**Routing congestion map**

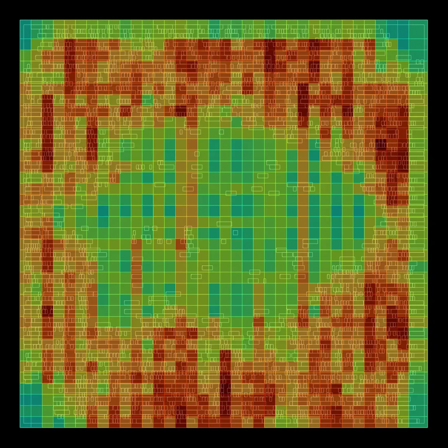
**Where the registers sit**

Scale: 1 px per micron. Other sequential cells in the stronger grey, the rest of the logic in the fainter grey.
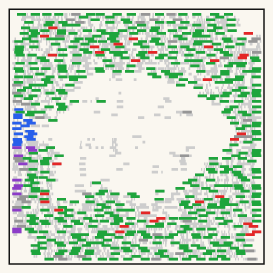
**Close-up of the layout**

Region (114, 63) to (139, 88) microns. Cells in grey, sequential cells in the stronger grey; small squares are vias.
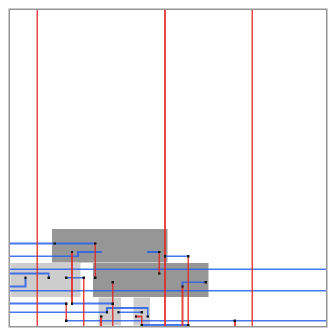
===== config.mk =====
export PLATFORM = sky130hd
export DESIGN_NAME = axi4_lite_reg_slave
export DESIGN_NICKNAME = d
export VERILOG_FILES = /design/src/rtl/axi4_lite_reg_slave.sv
export SDC_FILE = /design/constraint.sdc
export NUM_CORES = 1
export LEC_CHECK = 0
export ABC_AREA = 1
export CORE_MARGIN = 2
export CORE_UTILIZATION = 45
export DETAILED_ROUTE_END_ITERATION = 12
export DONT_BUFFER_PORTS = 1
export GPL_ROUTABILITY_DRIVEN = 0
export PLACE_DENSITY = 0.71
export SETUP_SLACK_MARGIN = 0.02
export SLEW_MARGIN = 25
export SYNTH_ARGS = -nofsm -noshare
export SYNTH_HDL_FRONTEND = slang
export SYNTH_SLANG_ARGS = --single-unit

===== constraint.sdc =====
create_clock -name aclk -period 5.4 [get_ports aclk]
set_clock_uncertainty 0.05 [all_clocks]
set_input_delay 1.35 -clock aclk [delete_from_list [all_inputs] [get_ports aclk]]
set_output_delay 1.35 -clock aclk [all_outputs]
set_load 0.005 [all_outputs]

===== src/rtl/axi4_lite_reg_slave.sv =====
// AXI4-Lite slave terminating the bus onto a bank of REG_COUNT 32-bit registers.
// The shared AXI4-Lite types are declared first so the file compiles on its own.
package axi4_lite_pkg;
    typedef enum logic [1:0] {
        RESPONSE_OKAY   = 2'b00,
        RESPONSE_EXOKAY = 2'b01,
        RESPONSE_SLVERR = 2'b10,
        RESPONSE_DECERR = 2'b11
    } response_t;

    typedef enum logic {
        PRIVILEGE_ACCESS_UNPRIVILEGED = 1'b0,
        PRIVILEGE_ACCESS_PRIVILEGED   = 1'b1
    } privilege_access_t;

    typedef enum logic {
        SECURITY_ACCESS_SECURE    = 1'b0,
        SECURITY_ACCESS_NONSECURE = 1'b1
    } security_access_t;

    typedef enum logic {
        TYPE_ACCESS_DATA        = 1'b0,
        TYPE_ACCESS_INSTRUCTION = 1'b1
    } type_access_t;

    // Field order matches AxPROT[2:0]: instruction, non-secure, privileged.
    typedef struct packed {
        type_access_t      type_access;
        security_access_t  security_access;
        privilege_access_t privilege_access;
    } access_t;
endpackage

module axi4_lite_reg_slave
    import axi4_lite_pkg::*;
#(
    parameter int ADDR_WIDTH = 12,
    parameter int DATA_WIDTH = 32,
    parameter int REG_COUNT  = 16,
    parameter logic [REG_COUNT-1:0] PRIV_MASK = '0
) (
    input  logic                            aclk,
    input  logic                            areset_n,
    input  logic                            awvalid,
    output logic                            awready,
    input  logic [ADDR_WIDTH-1:0]           awaddr,
    input  access_t                         awprot,
    input  logic                            wvalid,
    output logic                            wready,
    input  logic [DATA_WIDTH-1:0]           wdata,
    input  logic [DATA_WIDTH/8-1:0]         wstrb,
    output logic                            bvalid,
    input  logic                            bready,
    output response_t                       bresp,
    input  logic                            arvalid,
    output logic                            arready,
    input  logic [ADDR_WIDTH-1:0]           araddr,
    input  access_t                         arprot,
    output logic                            rvalid,
    input  logic                            rready,
    output logic [DATA_WIDTH-1:0]           rdata,
    output response_t                       rresp,
    output logic [REG_COUNT*DATA_WIDTH-1:0] reg_q,
    output logic [REG_COUNT-1:0]            reg_wr,
    output logic [3:0]                      dbg_state
);
    localparam int STRB_W = DATA_WIDTH / 8;
    localparam int IDX_W  = ADDR_WIDTH - 2;
    localparam int SEL_W  = (REG_COUNT > 1) ? $clog2(REG_COUNT) : 1;

    typedef enum logic {W_IDLE, W_RESP} w_state_t;
    typedef enum logic {R_IDLE, R_RESP} r_state_t;

    w_state_t w_state_q, w_state_d;
    r_state_t r_state_q, r_state_d;

    logic                  aw_held, w_held;
    logic [ADDR_WIDTH-1:0] aw_addr_q;
    logic                  aw_priv_q;
    logic [DATA_WIDTH-1:0] w_data_q;
    logic [STRB_W-1:0]     w_strb_q;
    logic [DATA_WIDTH-1:0] regs [REG_COUNT];

    logic      aw_fire, w_fire, commit, ar_fire;
    response_t wr_resp, rd_resp;
    logic [SEL_W-1:0] wr_sel, rd_sel;
    logic      unused_prot;

    function automatic response_t decode(input logic [ADDR_WIDTH-1:0] addr, input logic priv);
        logic [IDX_W:0] idx;
        idx = {1'b0, addr[ADDR_WIDTH-1:2]};
        if (idx >= (IDX_W+1)'(REG_COUNT)) return RESPONSE_DECERR;
        if (addr[1:0] != 2'b00) return RESPONSE_SLVERR;
        if (PRIV_MASK[idx[SEL_W-1:0]] && !priv) return RESPONSE_SLVERR;
        return RESPONSE_OKAY;
    endfunction

    // Handshake: each channel transfers on a rising edge where valid && ready are both high;
    // once this slave raises bvalid/rvalid, the payload stays stable until that edge.
    assign awready = (w_state_q == W_IDLE) && !aw_held;
    assign wready  = (w_state_q == W_IDLE) && !w_held;
    assign arready = (r_state_q == R_IDLE);
    assign bvalid  = (w_state_q == W_RESP);
    assign rvalid  = (r_state_q == R_RESP);

    assign aw_fire = awvalid && awready;
    assign w_fire  = wvalid && wready;
    assign ar_fire = arvalid && arready;
    assign commit  = (w_state_q == W_IDLE) && aw_held && w_held;

    assign wr_resp = decode(aw_addr_q, aw_priv_q);
    assign rd_resp = decode(araddr, arprot.privilege_access == PRIVILEGE_ACCESS_PRIVILEGED);
    assign wr_sel  = aw_addr_q[SEL_W+1:2];
    assign rd_sel  = araddr[SEL_W+1:2];

    // Only the privilege bit of AxPROT influences decode.
    assign unused_prot = ^{awprot, arprot};

    assign dbg_state = {w_state_q == W_RESP, aw_held, w_held, r_state_q == R_RESP};

    always_ff @(posedge aclk or negedge areset_n) begin
        if (!areset_n) begin
            w_state_q <= W_IDLE;
            r_state_q <= R_IDLE;
        end else begin
            w_state_q <= w_state_d;
            r_state_q <= r_state_d;
        end
    end

    always_comb begin
        w_state_d = w_state_q;
        case (w_state_q)
            W_IDLE:  if (commit) w_state_d = W_RESP;
            W_RESP:  if (bready) w_state_d = W_IDLE;
            default: w_state_d = W_IDLE;
        endcase
    end

    always_comb begin
        r_state_d = r_state_q;
        case (r_state_q)
            R_IDLE:  if (ar_fire) r_state_d = R_RESP;
            R_RESP:  if (rready) r_state_d = R_IDLE;
            default: r_state_d = R_IDLE;
        endcase
    end

    // AW and W arrive in any order; each is parked until both are present.
    always_ff @(posedge aclk or negedge areset_n) begin
        if (!areset_n) begin
            aw_held   <= 1'b0;
            w_held    <= 1'b0;
            aw_addr_q <= '0;
            aw_priv_q <= 1'b0;
            w_data_q  <= '0;
            w_strb_q  <= '0;
        end else begin
            if (aw_fire) begin
                aw_held   <= 1'b1;
                aw_addr_q <= awaddr;
                aw_priv_q <= (awprot.privilege_access == PRIVILEGE_ACCESS_PRIVILEGED);
            end else if (commit) begin
                aw_held <= 1'b0;
            end
            if (w_fire) begin
                w_held   <= 1'b1;
                w_data_q <= wdata;
                w_strb_q <= wstrb;
            end else if (commit) begin
                w_held <= 1'b0;
            end
        end
    end

    always_ff @(posedge aclk or negedge areset_n) begin
        if (!areset_n) begin
            for (int i = 0; i < REG_COUNT; i++) regs[i] <= '0;
            reg_wr <= '0;
            bresp  <= RESPONSE_OKAY;
        end else begin
            if (commit) bresp <= wr_resp;
            for (int i = 0; i < REG_COUNT; i++) begin
                reg_wr[i] <= 1'b0;
                if (commit && wr_resp == RESPONSE_OKAY && wr_sel == SEL_W'(i)) begin
                    reg_wr[i] <= 1'b1;
                    for (int j = 0; j < STRB_W; j++) begin
                        if (w_strb_q[j]) regs[i][j*8 +: 8] <= w_data_q[j*8 +: 8];
                    end
                end
            end
        end
    end

    // Nonblocking update means a read accepted on a commit edge returns the old value.
    always_ff @(posedge aclk or negedge areset_n) begin
        if (!areset_n) begin
            rdata <= '0;
            rresp <= RESPONSE_OKAY;
        end else if (ar_fire) begin
            rresp <= rd_resp;
            rdata <= (rd_resp == RESPONSE_OKAY) ? regs[rd_sel] : '0;
        end
    end

    for (genvar g = 0; g < REG_COUNT; g++) begin : g_reg_q
        assign reg_q[g*DATA_WIDTH +: DATA_WIDTH] = regs[g];
    end
endmodule


==> git commit body <==
Update PnR metrics after Yosys + OpenROAD run

- Yosys stat counts between 3000 and 4000 cells in the synthesized netlist.
* Vias in the first global route: around 22000
- Upper clock frequency limit: ~330 MHz
- Minimum period implied by the final worst setup slack: between 3 and 4 ns
- TritonCTS built the clock tree.
* Static Leak: around 13 nW
- Leading post-synthesis cells by instance count: 1111 x nand2_1, 616 x dfrtp_1, 515 x o21ai_0, 486 x nand3_1, 137 x clkbuf_1
* Unrepaired setup endpoints after global routing: no
- Post-route period utilization is reported as 0.556.
* Combinational Power Share: 0.163
- Remaining number of nets flagged by the antenna check after routing: 0
* # DRC: 0
- Global-route wire length before repair: 146 mm
- Post-synthesis cell area: around 28000 sq um
* Hold violation total from the final report: 0
- Max-slew check failures listed in the final report amount to 0.
- Ports: between 600 and 700
* Multiplexer share: 0.00524
* Worst reg2reg setup slack: 2.40 ns
* OpenROAD warning count: approximately 43
- Net Switching: 3.87 mW
- After global routing the overflow that remains totals 0.
* Relative slew margins: 0.366
* Resize count post-CTS: 0
- For this block, the initial DRC count from the detailed router was a little under 3000.
* Cell area reported after detailed placement: roughly 28000 sq um
- The cell type that accounts for the most area after synthesis is dfrtp_1.
* Arrival @ worst endpoint: approximately 3.4 ns
* All-layer global routing usage: 0.306
- Clock Sinks: about 620
* Clk Latency, worst-skew pair: 0.61 ns
- Post-cts hold-fix buffer tally: 0
- The final timing report counts setup violations totalling 0.
- Maximum buffer depth of the clock tree: 3
* Internal power contribution: about 8 mW
- Worst endpoint required time: 5.84 ns
- STA reports the tightest min-delay check as being of type primary input to async pin.
- Die width: 253 microns
- Clk pwr share: 0.394
* Reg2reg start: bvalid$_DFF_PN0_
- Looking at the post-CTS report, the setup buffer insertion count equals 0.
* Die boundary height: 253 microns
- Setup total negative slack on the finished layout was measured at 0 ns.
- Using the TritonRoute via totals, the vias-per-cell ratio works out to approximately 5.9.
- # port buffers: 0
- The cell-mix breakdown from Yosys lists the simple-gate area share as 0.286.
* Result of the run: finished, final reports clean
- Counting every net in the synthesized netlist gives around 3300.
- Looking at the cell usage after synthesis, the top flip-flop cell is dfrtp_1.
- The synthesis report gives the async set-or-reset register share as 1.00.
- Per the detail_route report, the via count comes to around 24000.
* Area fraction of the dominant cell type after synthesis: 0.552
- CTS H-tree depth: 3
* Gate count of the mapped netlist: roughly 3200
* Final nets: around 3200
* Total clock buffers created by CTS: around 68
- The share of total power dissipated in sequential elements is 0.442.
- After clock tree synthesis, the clock-pin slew on the worst setup and hold paths is approximately 0.060 ns.
- The initial utilization of the core area, before any placement, comes to 0.454.
- Main logic family after synthesis: simple AND/OR/NAND/NOR gates
* HPWL after detailed placement: between 60 and 70 mm
- Reg2reg path depth: 6
- The cell-mix breakdown from Yosys lists the adder-cell area share as 0.
* Count of unique library cells instantiated by Yosys: 20
- Dominant cells by area after synthesis: dfrtp_1 55%, nand2_1 15%, o21ai_0 9.2%
* Share of post-route cells with drive strength above 1: 0.0711
- Finished Cell Area: slightly above 30000 sq um
- The Yosys step of the flow raised 0 warnings.
* AND-OR/OR-AND Cells, Area Fraction: 0.0991
* Max_cap viols: 0
* Core Footprint: about 60000 sq um
- Category of the worst setup path launch point: flip-flop
- The cell-mix breakdown from Yosys lists the XOR/XNOR area share as 0.
- WL per Instance: roughly 25 microns
- Antenna violations before repair: 6
* Routed wire length: between 100 and 150 mm
- Looking at the VDD voltage map, the peak drop is 0.500 mV.
- For reference, the most critical setup path is categorized as flip-flop to flip-flop.
* Leading cell type by number of instances after synthesis: nand2_1
- The floorplan step defined a die boundary enclosing approximately 64000 sq um.
- The post-synth register bit count is 616.
* Sequential element share of the synthesized area: 0.552
- Slew at the pin closest to its max-slew limit: ~0.95 ns
- Average size of a mapped cell: 8.70 sq um
## Picture notes: 'routing congestion map'
GR Util met1: 0.390
fin util: 0.491

## Picture notes: 'where the registers sit'
colour	signal	placed flops
purple	aw_addr_q	12
blue	reg_wr	16
green	reg_q	512
red	rdata	32

## Picture notes: 'close-up of the layout'
colour	layer
blue	met1
red	met2
netlist names of flops here include	reg_q (2)
most frequent	dfrtp_1 (2)
sequential cells in the window	2
cells with their middle in the window	5

[worst max-delay path by stage]
| stage | to | from | depth (start not counted) | slack (ns) |
|---|---|---|---|---|
| global route | reg_q[108]$_DFFE_PN0P_ | bvalid$_DFF_PN0_ | 6 | 2.14 |
| global placement | rdata[13]$_DFFE_PN0P_ | araddr[9] | 8 | 2.20 |
| floorplan | rdata[23]$_DFFE_PN0P_ | araddr[2] | 10 | 2.77 |
| finish | reg_q[121]$_DFFE_PN0P_ | bvalid$_DFF_PN0_ | 6 | 2.40 |
| CTS | reg_q[104]$_DFFE_PN0P_ | bvalid$_DFF_PN0_ | 6 | 2.35 |
| detailed placement | rdata[22]$_DFFE_PN0P_ | araddr[9] | 8 | 2.20 |
[per-layer routing]
layer | GRT usage | wire length [microns] | part of all wire
met1 | 0.390 | 38000 | 0.38
met2 | 0.474 | 45200 | 0.45
met3 | 0.111 | 12300 | 0.12
met4 | 0.121 | 4440 | 0.044
met5 | 0 | 55 | 0.00055
[cell type report]
| class | count | area [sq um] | area share |
|---|---|---|---|
| diodes | 1 | 2.50 | 0.0000828 |
| clock buffers | 101 | 2000 | 0.0661 |
| clock inverters | 21 | 223 | 0.00737 |
| inverters | 56 | 220 | 0.00728 |
| multi-input cells | 2307 | 10900 | 0.361 |
| flip-flops and latches | 616 | 15400 | 0.510 |
| well taps | 837 | 1050 | 0.0346 |
| repair buffers | 36 | 400 | 0.0132 |
[critical path, stage by stage, from the launching register on]
cell     delay, ns
dfrtp_1       0.47
inv_1         0.12
nand3_2       0.17
nor3_4        0.28
buf_12        0.50
nand3_1       0.72
o21ai_0       0.39
[power by group through the flow]
stage	Combinational (mW)	Clock (mW)	Sequential (mW)
final	1.93	4.66	5.23
after global routing	2.11	4.90	5.26
after CTS	1.84	4.70	5.22
after detailed placement	1.83	0	5.30
after global placement	1.80	0	5.29
after floorplan	1.26	0	5.19
[stage by stage]
step                      cells  hold WS (ns)  setup slack [ns]  total power [mW]
after floorplan            3212         0.421              2.77              6.45
final                      3975         0.380              2.40              11.8
after CTS                  3970         0.366              2.35              11.8
after global placement     3848         0.431              2.20              7.10
after global routing       3975         0.352              2.14              12.3
after detailed placement   3848         0.438              2.20              7.13
[registers in the layout, indices dropped and copies added, names as in the netlist, 2 cells and up]
name,flops
w_data_q,32
reg_wr,16
w_strb_q,4
bresp,2
rresp,2
rdata,32
aw_addr_q,12
reg_q,512
[placed cells by master (no fill, tap or decap)]
cell type,netlist,layout
a21oi_1,38,38
buf_12,0,4
buf_16,0,4
buf_4,4,28
bufinv_16,0,1
clkbuf_1,137,18
clkbuf_16,0,70
clkbuf_8,6,13
clkinv_1,0,1
clkinv_16,0,1
clkinv_2,0,10
clkinv_4,0,1
clkinvlp_4,0,2
dfrtp_1,616,616
diode_2,0,1
inv_1,55,52
inv_16,0,3
inv_2,1,1
inv_4,0,1
inv_6,0,2
inv_8,0,2
mux2_2,13,13
nand2_1,1111,1109
nand2_2,0,1
nand2_4,0,1
nand3_1,486,486
nand3_2,1,1
nand3_4,60,60
nor2_1,79,77
nor2_2,0,1
nor2_4,0,1
nor3_1,2,2
nor3_4,1,1
o21ai_0,515,515
or2_2,1,1
Power and IR drop assume default switching activity.
